### src/rtl/lsu_pkg.sv
// Shared types and constants for the load/store unit: FSM states, funct3 encodings
// and the byte-strobe width of the 8-byte data bus.
package lsu_pkg;

  typedef enum logic [1:0] {
    ST_IDLE,
    ST_REQ,
    ST_WAIT,
    ST_DONE
  } state_t;

  localparam int STRB_W = 8;

  localparam logic [2:0] LB  = 3'b000;
  localparam logic [2:0] LH  = 3'b001;
  localparam logic [2:0] LW  = 3'b010;
  localparam logic [2:0] LD  = 3'b011;
  localparam logic [2:0] LBU = 3'b100;
  localparam logic [2:0] LHU = 3'b101;
  localparam logic [2:0] LWU = 3'b110;
  localparam logic [2:0] SB  = 3'b000;
  localparam logic [2:0] SH  = 3'b001;
  localparam logic [2:0] SW  = 3'b010;
  localparam logic [2:0] SD  = 3'b011;

endpackage

### src/rtl/lsu_align.sv
// Byte-lane logic: store strobes and store data shift, load data shift and extend.
// Purely combinational; all inputs come from the LSU's latched request.
module lsu_align
  import lsu_pkg::*;
#(
  parameter int DATA_WIDTH = 64
) (
  input  logic [2:0]            funct3,
  input  logic [2:0]            off,
  input  logic [DATA_WIDTH-1:0] wdata,
  input  logic [DATA_WIDTH-1:0] rdata,
  output logic [STRB_W-1:0]     wstrb,
  output logic [DATA_WIDTH-1:0] store_data,
  output logic [DATA_WIDTH-1:0] load_data
);

  logic [5:0]            lane_shift;
  logic [DATA_WIDTH-1:0] rshift;

  assign lane_shift = {off, 3'b000};
  assign store_data = wdata << lane_shift;
  assign rshift     = rdata >> lane_shift;

  // NOTE: every output of a combinational block gets a default first, so no path
  // through the case statement can leave it unassigned and infer a latch.
  always_comb begin
    wstrb = '0;
    unique case (funct3[1:0])
      2'b00:   wstrb = STRB_W'(8'h01) << off;
      2'b01:   wstrb = STRB_W'(8'h03) << off;
      2'b10:   wstrb = STRB_W'(8'h0F) << off;
      default: wstrb = STRB_W'(8'hFF);
    endcase
  end

  always_comb begin
    load_data = rshift;
    unique case (funct3)
      LB:      load_data = {{(DATA_WIDTH-8){rshift[7]}},   rshift[7:0]};
      LH:      load_data = {{(DATA_WIDTH-16){rshift[15]}}, rshift[15:0]};
      LW:      load_data = {{(DATA_WIDTH-32){rshift[31]}}, rshift[31:0]};
      LBU:     load_data = {{(DATA_WIDTH-8){1'b0}},        rshift[7:0]};
      LHU:     load_data = {{(DATA_WIDTH-16){1'b0}},       rshift[15:0]};
      LWU:     load_data = {{(DATA_WIDTH-32){1'b0}},       rshift[31:0]};
      default: load_data = rshift;
    endcase
  end

endmodule

### src/rtl/lsu.sv
// Memory-stage load/store unit: validates and latches one access, runs the
// request/grant/rvalid handshake on an 8-byte bus and returns the extended load.
module lsu
  import lsu_pkg::*;
#(
  parameter int DATA_WIDTH = 64,
  parameter int ADDR_WIDTH = 64
) (
  input  logic                  clk_i,
  input  logic                  rst_i,
  input  logic                  valid_i,
  input  logic                  memread_i,
  input  logic                  memwrite_i,
  input  logic [2:0]            funct3_i,
  input  logic [ADDR_WIDTH-1:0] addr_i,
  input  logic [DATA_WIDTH-1:0] wdata_i,
  output logic [DATA_WIDTH-1:0] mem_read_o,
  output logic                  done_o,
  output logic                  stall_o,
  output logic                  misalign_o,
  output logic                  req_o,
  output logic                  we_o,
  output logic [ADDR_WIDTH-1:0] bus_addr_o,
  output logic [DATA_WIDTH-1:0] bus_wdata_o,
  output logic [STRB_W-1:0]     wstrb_o,
  input  logic                  gnt_i,
  input  logic                  rvalid_i,
  input  logic [DATA_WIDTH-1:0] rdata_i
);

  state_t                state_q;
  logic [2:0]            funct3_q;
  logic [2:0]            off_q;
  logic [ADDR_WIDTH-1:0] addr_q;
  logic [DATA_WIDTH-1:0] wdata_q;
  logic                  store_q;
  logic                  req_q;
  logic                  done_q;
  logic                  misalign_q;
  logic [DATA_WIDTH-1:0] mem_read_q;

  logic                  one_op;
  logic                  funct3_ok;
  logic                  aligned;
  logic                  accept;
  logic                  illegal;
  logic [STRB_W-1:0]     strb;
  logic [DATA_WIDTH-1:0] store_data;
  logic [DATA_WIDTH-1:0] load_data;

  // Request legality, judged on the raw inputs while IDLE.
  assign one_op    = memread_i ^ memwrite_i;
  assign funct3_ok = memwrite_i ? !funct3_i[2] : (funct3_i != 3'b111);
  assign aligned   = (funct3_i[1:0] == 2'b00) ||
                     (funct3_i[1:0] == 2'b01 && addr_i[0]   == 1'b0) ||
                     (funct3_i[1:0] == 2'b10 && addr_i[1:0] == 2'b00) ||
                     (funct3_i[1:0] == 2'b11 && addr_i[2:0] == 3'b000);
  assign accept    = (state_q == ST_IDLE) && valid_i && one_op && funct3_ok && aligned;
  assign illegal   = (state_q == ST_IDLE) && valid_i &&
                     ((memread_i && memwrite_i) || (one_op && !(funct3_ok && aligned)));

  lsu_align #(.DATA_WIDTH(DATA_WIDTH)) u_align (
    .funct3     (funct3_q),
    .off        (off_q),
    .wdata      (wdata_q),
    .rdata      (rdata_i),
    .wstrb      (strb),
    .store_data (store_data),
    .load_data  (load_data)
  );

  // NOTE: state is updated only with non-blocking assignments so every register
  // samples the pre-edge values of its neighbours, independent of statement order.
  always_ff @(posedge clk_i) begin
    if (rst_i) begin
      state_q    <= ST_IDLE;
      funct3_q   <= '0;
      off_q      <= '0;
      addr_q     <= '0;
      wdata_q    <= '0;
      store_q    <= 1'b0;
      req_q      <= 1'b0;
      done_q     <= 1'b0;
      misalign_q <= 1'b0;
      mem_read_q <= '0;
    end else begin
      done_q     <= 1'b0;
      misalign_q <= 1'b0;
      unique case (state_q)
        ST_IDLE: begin
          if (accept) begin
            funct3_q <= funct3_i;
            off_q    <= addr_i[2:0];
            addr_q   <= {addr_i[ADDR_WIDTH-1:3], 3'b000};
            wdata_q  <= wdata_i;
            store_q  <= memwrite_i;
            req_q    <= 1'b1;
            state_q  <= ST_REQ;
          end else if (illegal) begin
            misalign_q <= 1'b1;
          end
        end
        ST_REQ: begin
          if (gnt_i) begin
            req_q   <= 1'b0;
            done_q  <= store_q;
            state_q <= store_q ? ST_DONE : ST_WAIT;
          end
        end
        ST_WAIT: begin
          if (rvalid_i) begin
            mem_read_q <= load_data;
            done_q     <= 1'b1;
            state_q    <= ST_DONE;
          end
        end
        default: state_q <= ST_IDLE;
      endcase
    end
  end

  // Bus write-side signals are driven only while a store request is outstanding.
  assign req_o       = req_q;
  assign we_o        = req_q && store_q;
  assign wstrb_o     = (req_q && store_q) ? strb : '0;
  assign bus_wdata_o = (req_q && store_q) ? store_data : '0;
  assign bus_addr_o  = addr_q;
  assign mem_read_o  = mem_read_q;
  assign done_o      = done_q;
  assign misalign_o  = misalign_q;
  assign stall_o     = (state_q == ST_REQ) || (state_q == ST_WAIT) || accept;

endmodule

### config.mk
export PLATFORM = sky130hd
export DESIGN_NAME = lsu
export DESIGN_NICKNAME = d
export VERILOG_FILES = /design/src/rtl/lsu_pkg.sv /design/src/rtl/lsu_align.sv /design/src/rtl/lsu.sv
export SDC_FILE = /design/constraint.sdc
export NUM_CORES = 1
export LEC_CHECK = 0
export CORE_MARGIN = 4
export CORE_UTILIZATION = 31
export DETAILED_ROUTE_END_ITERATION = 10
export PLACE_DENSITY = 0.66
export SLEW_MARGIN = 20
export SYNTH_ARGS = -nofsm -noshare
export SYNTH_HDL_FRONTEND = slang
export SYNTH_SLANG_ARGS = --single-unit
### constraint.sdc
create_clock -name clk_i -period 3.2 [get_ports clk_i]
set_clock_uncertainty 0.15 [all_clocks]
set_input_delay 0.64 -clock clk_i [delete_from_list [all_inputs] [get_ports clk_i]]
set_output_delay 0.64 -clock clk_i [all_outputs]
set_load 0.03 [all_outputs]
==> run notes, run 1 <==
flow finished, numbers: r2r setup slk=370 ps, n_diodes=2, bufs w/o clock=461, Signal inverters=10, residual DRC count=0, RePlAce Congestion=0.904, hold path depth=2, P_comb=1.88 mW, R2R Path End=mem_read_o[23], Clock Network Area Fraction=0.0481, clock buffer count=31, Unique cell types=48, chip area=39800 µm², Worst Hold Launch=bus_addr_o[43], Net Switching=2.37 mW, Power Dens Cells=439 nW/µm², vias in the first global route=11600, cell leakage power=5.60 nW, crit-path max FO=15, fill count=3465, crit path DRT=2410 ps, cell area after placement=16100 µm², CTS tree=built, unrepaired setup endpoints after global routing=yes, FP Core Util=0.317, Seq pwr share=0.372, final setup vio count=0, EDFF count, synth=0, most common cell in the netlist=nand2_1, Largest cell class=combinational gates, Synth Area per Inst=7.93 µm², DR WL/cell=20.5 µm, flop count=201, Clk pin slew, worst setup/hold paths=60 ps, Slew HR=0.310, Non-clock buffer share=0.288, Critical Path Sink Type=output port, root buffer cell=clkbuf_16, vias per inst=5.25, # clock sinks=201, GR Overflow Total=0, register share after synthesis=0.354, synthesized cell area=11400 µm², Tot GR Track Use=0.222, Final ANT Viol Nets=0, ranking of synthesized cells by area=dfxtp_1, nand2_1, a21oi_1, Worst Tran Pin Value=1030 ps, I/O pin cnt=407, fmax=319 MHz, Yosys top cell by area=dfxtp_1, Sequential Area=4040 µm², multi-input gates=1095, worst r2r path cells=6, WS Path Type=flop to output port, drt first pass iters=8, Nets=2007, PortBufs=403, total number of vias=11900, initial antenna violation count=5, Worst setup SP type=flop, Worst Setup SP=off_q[0], global-route wire length before repair=69.8 mm, most instantiated logic cell after routing=nand2_1, VDD IR max=0.377 mV, Worst Hold Class=flop to flop, sequential power=2.80 mW, layout cell share with drive strength beyond 1=0.146, Primary FF master, synth=dfxtp_1, Final min period=3140 ps, deepest level of the CTS H-tree=1, DP HPWL=34.6 mm, synthesis-to-layout area growth=50.7%, top cells by count, synth=nand2_1, dfxtp_1, a21oi_1, Top-area cell share=0.354, TritonCTS buffer count=26, Hold Path Sink=bus_addr_o[43], yosys stat cell total=1434, Seq area share=0.236, Final Power=7.52 mW, Setup crit end=bus_wdata_o[45], number of OpenROAD warnings=37, async set-reset flop share out of synthesis=0, Synth Warn #=0, top power group=the clock network, Gate Area=6720 µm², Final Max Slew Viols=0, Initial DRC Count=1035, pin count of the biggest net entering global routing=134, logic share of the area=0.392, CTS Buffer Depth=3, worst flop-to-flop path startpoint=off_q[0], Sw Share=0.315, Comb pwr share=0.250, most frequent cells in the layout=nand2_1, clkdlybuf4s50_1, dfxtp_1, FF+latch count, synth=201, max-capacitance violation count=0, drt total wl=46.7 mm, Syn Inst Count=1434, Hold Vio Cnt, Final=0, Internal=5.15 mW, CP arrival=2350 ps, # Taps=461, yosys stat chip area=11400 µm², status=completed, final worst-path cycle share=0.980
run 1: per-stage QoR:
step,TNS (ps),hold WS (ps),cells,util,setup WS [ps]
after floorplan,0,283,1436,-,299
after global placement,0,291,2215,0.448,210
after detailed placement,0,296,2215,0.448,174
after CTS,0,304,2267,0.475,0.573
after global routing,-56.4,323,2275,0.477,-29.0
final,0,302,2276,0.477,64.7
run 1: cells by family (layout without fill, tap and decap cells):
| kind of cell | count (synthesis) | in the layout | share of synthesized area |
|---|---|---|---|
| simple gates | 585 | 585 | 0.213 |
| compound gates | 352 | 352 | 0.196 |
| flops | 201 | 201 | 0.354 |
| mux | 145 | 145 | 0.164 |
| buf+inv | 140 | 517 | 0.0609 |
| fa+ha+maj | 10 | 10 | 0.0110 |
| other cells | 1 | 5 | 0.000330 |
run 1: worst max-delay path, cell delays in order (launching register included):
cell     delay, ps
dfxtp_4        500
buf_8          210
buf_4          180
mux4_2         490
a21oi_1        160
nor2_1          70
buf_4          200
run 1: flip-flops by register name, summed over array words and instances (netlist names):
signal	flops
bus_addr_o	61
done_o	1
funct3_q	3
mem_read_o	64
misalign_o	1
off_q	3
req_o	1
state_q	2
store_q	1
wdata_q	64
run 1: timing repair:
action	in CTS	in global routing
endpoints found under the setup margin	41	37
hold buffers	0	0
resized	20	10
pin swaps	0	1
setup buffers	5	7
cloned	1	0
run 1: layer usage:
| layer | track usage | part of all wire | up-vias |
|---|---|---|---|
| met5 | 0 | 0.0012 | - |
| met4 | 0.0614 | 0.028 | 8 |
| met3 | 0.0538 | 0.095 | 85 |
| met2 | 0.353 | 0.45 | 559 |
| met1 | 0.303 | 0.42 | 5572 |
| li1 | - | - | 5716 |
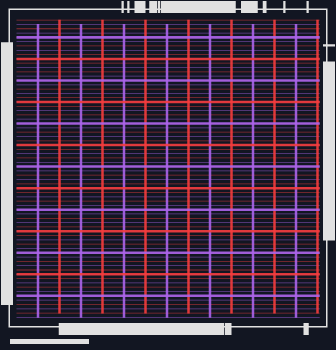
*Power grid, run 1*
Scale bar: 50 µm. Pins as bars on the die edge.
[purple] VSS
[red] VDD
met1 rails: 70
met4 straps: 14
die height: 200 µm
Die W: 200 µm
core area: 35900 µm²

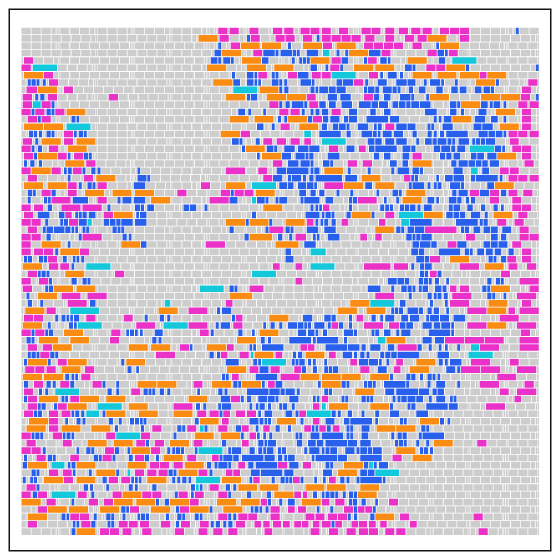
*Cells coloured by class, run 1*
Fill, decap, tap and diode cells in grey.
[cyan] clock drivers and dummy loads | cells: 46 | share of their area: 5.0%
[orange] registers | cells: 201 | share of their area: 24%
[blue] remaining logic cells | cells: 1105 | share of their area: 41%
[magenta] remaining buffers and delay cells | cells: 461 | share of their area: 30%
row cnt: 69
final instance area: 17100 µm²

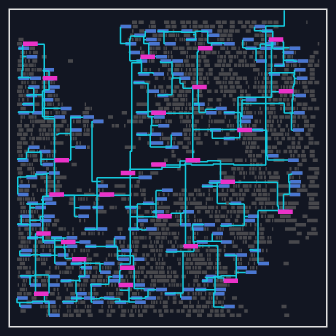
*Clock distribution, run 1*
[magenta] clock-net drivers | count: 26
[blue] flip-flops | count: 201
[cyan] clock wires | length: 3200 µm
flops lie: widely spread
routed clock nets: 27
clk_lat worst skew: 540 ps
Clock group: 2.84 mW
Clock Power Share: 0.378

==> inputs of run 2 (changes only) <==
SLEW_MARGIN = unset   (was 20)
==> run notes, run 2 <==
flow finished, numbers: root buffer cell=clkbuf_16 (unchanged), Comb pwr share=0.250 (about the same), Worst setup SP type=flop (unchanged), drt first pass iters=8 (unchanged), most frequent cells in the layout=nand2_1, clkdlybuf4s50_1, dfxtp_1 (unchanged), top cells by count, synth=nand2_1, dfxtp_1, a21oi_1 (unchanged), layout cell share with drive strength beyond 1=0.146 (unchanged), vias in the first global route=11600 (unchanged), most used routing layer=met2 (unchanged), # clock sinks=201 (unchanged), Clock group=2.84 mW (about the same), MUX share of area=0.164 (unchanged), xor/xnor share=0 (unchanged), crit path DRT=2410 ps (about the same), Sw Share=0.315 (unchanged), final instance area=17100 µm² (unchanged), Synth Warn #=0 (unchanged), die height=200 µm (unchanged), drt total wl=46.7 mm (unchanged), DP HPWL=34.6 mm (unchanged), Hold WS=302 ps (unchanged), cts-stage hold buffer count=0 (unchanged), core area=35900 µm² (unchanged), yosys stat cell total=1434 (unchanged), sequential power=2.80 mW (about the same), Clk pin slew, worst setup/hold paths=60 ps (about the same), critical path, cell by cell=buf_8 > buf_4 > mux4_2 > a21oi_1 > nor2_1 > buf_4 (unchanged), Core Util, Final=0.477 (unchanged), DR WL/cell=20.5 µm (unchanged), GR Overflow Total=0 (unchanged), Logic family by area=simple AND/OR/NAND/NOR gates (unchanged), cell leakage power=5.60 nW (unchanged), CP delay by family, top=buffers and inverters (unchanged), Synth Area per Inst=7.93 µm² (unchanged), max-capacitance violation count=0 (unchanged), row cnt=69 (unchanged), RePlAce Congestion=0.904 (unchanged), Critical Path Sink Type=output port (unchanged), global-route wire length before repair=69.8 mm (unchanged), Worst Tran Pin Value=1030 ps (unchanged), I/O pin cnt=407 (unchanged), largest stage delay on the critical path=500 ps (about the same), Tot GR Track Use=0.222 (unchanged), AND-OR/OR-AND share of the synthesized area=0.196 (unchanged), synthesis-to-layout area growth=50.7% (unchanged), VDD IR max=0.377 mV (unchanged), cell area after placement=16100 µm² (unchanged), Hold Vio Cnt, Final=0 (unchanged), vias per inst=5.25 (unchanged), number of OpenROAD warnings=37 (unchanged), WS Path Type=flop to output port (unchanged), Initial DRC Count=1035 (unchanged), Die W=200 µm (unchanged), Nets=2007 (unchanged), ranking of synthesized cells by area=dfxtp_1, nand2_1, a21oi_1 (unchanged), most instantiated logic cell after routing=nand2_1 (unchanged), Final ANT Viol Nets=0 (unchanged), final setup vio count=0 (unchanged), top power group=the clock network (unchanged), fmax=319 MHz (unchanged), Slew HR=0.310 (unchanged), yosys stat chip area=11400 µm² (unchanged), Yosys top cell by area=dfxtp_1 (unchanged), Top-area cell share=0.354 (unchanged), Syn Inst Count=1434 (unchanged), Clock Power Share=0.378 (about the same), register share after synthesis=0.354 (unchanged), initial antenna violation count=5 (unchanged), Simple Share, Synth=0.213 (unchanged), FP Core Util=0.317 (unchanged), Final min period=3140 ps (unchanged), final worst-path cycle share=0.980 (unchanged), Worst Hold Class=flop to flop (unchanged), routing usage on met3=0.0538 (unchanged), chip area=39800 µm² (unchanged), most common cell type on the critical path=buf_4 (unchanged), Critical path buffers and inverters=3 (unchanged), CP arrival=2350 ps (about the same), most common cell in the netlist=nand2_1 (unchanged), synthesized cell area=11400 µm² (unchanged), crit-path max FO=15 (unchanged), clk_lat worst skew=540 ps (about the same), adder share=0.0110 (unchanged), P_comb=1.88 mW (about the same), M1 GR Usage=0.303 (unchanged), Unique cell types=48 (unchanged), residual DRC count=0 (unchanged), deepest level of the CTS H-tree=1 (unchanged), Seq pwr share=0.372 (about the same), PortBufs=403 (unchanged), slowest stage cell on the critical path=dfxtp_4 (unchanged), met2 GRT Util=0.353 (unchanged), async set-reset flop share out of synthesis=0 (unchanged), CTS Buffer Depth=3 (unchanged), Internal=5.15 mW (unchanged), Final Max Slew Viols=0 (unchanged), TritonCTS buffer count=26 (unchanged), FF+latch count, synth=201 (unchanged), CTS tree=built (unchanged), Power Dens Cells=439 nW/µm² (unchanged), Final Power=7.52 mW (unchanged), Net Switching=2.37 mW (unchanged), total number of vias=11900 (unchanged), EDFF count, synth=0 (unchanged), unrepaired setup endpoints after global routing=yes (unchanged), Primary FF master, synth=dfxtp_1 (unchanged), status=completed (unchanged), pin count of the biggest net entering global routing=134 (unchanged)
-- run 2: final timing paths --
check                 startpoint  slack, ps              end  cells past startpoint
setup / recovery        off_q[0]         60  bus_wdata_o[45]                      6
hold / removal    bus_addr_o[43]        300   bus_addr_o[43]                      2
setup reg to reg        off_q[0]        370   mem_read_o[23]                      6
hold reg to reg   bus_addr_o[43]        300   bus_addr_o[43]                      2
-- run 2: what timing repair did --
action,in CTS,in global routing
buffers inserted,5,7
pin swaps,0,1
gates resized,20,10
setup endpoints to repair,41,37
cloned,1,0
-- run 2: per-layer routing --
metal,part of all wire,vias up
li1,-,5716
met2,0.45,559
met4,0.028,8
met5,0.0012,-
met3,0.095,85
met1,0.42,5572
-- run 2: layout make-up --
cell class	instances	area, µm²
flip-flops and latches	201	4040
inverters	10	37.5
multi-input cells	1095	6720
well taps	461	577
fillers	3465	18800
repair buffers	461	4940
clock buffers	31	689
diodes	2	5.00
clock inverters	15	135
-- run 2: worst reg2reg max path, cell delays in order (launching register included) --
cell and delay [ps]:
dfxtp_4 500, buf_8 210, buf_4 210, buf_4 500, mux2_2 410, a221oi_1 550, a211oi_1 160
-- run 2: logic make-up (layout without fill, tap and decap cells) --
logic type      Yosys count  in the layout
mux                     145            145
compound gates          352            352
simple gates            585            585
buf+inv                 140            517
fa+ha+maj                10             10
other cells               1              5
flops                   201            201
-- run 2: per-stage QoR --
step / std cells / setup TNS, ps / setup slack [ps]
6_report: 2276 / 0 / 64.7
5_1_grt: 2275 / -56.4 / -29.0
4_1_cts: 2267 / 0 / 0.573
3_5_place_dp: 2215 / 0 / 174
3_3_place_gp: 2215 / 0 / 210
2_1_floorplan: 1436 / 0 / 299
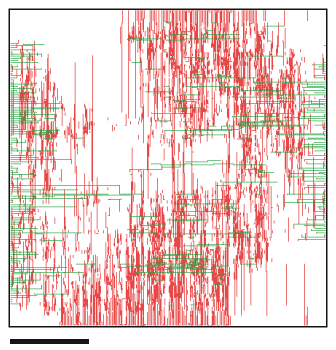
*Wiring by layer, run 2*
Scale bar: 50 µm. Two of the layers only.
[red] M2 | wire length: 21.2 mm
[green] M3 | wire length: 4430 µm

Power is estimated from default activity; no workload was simulated.
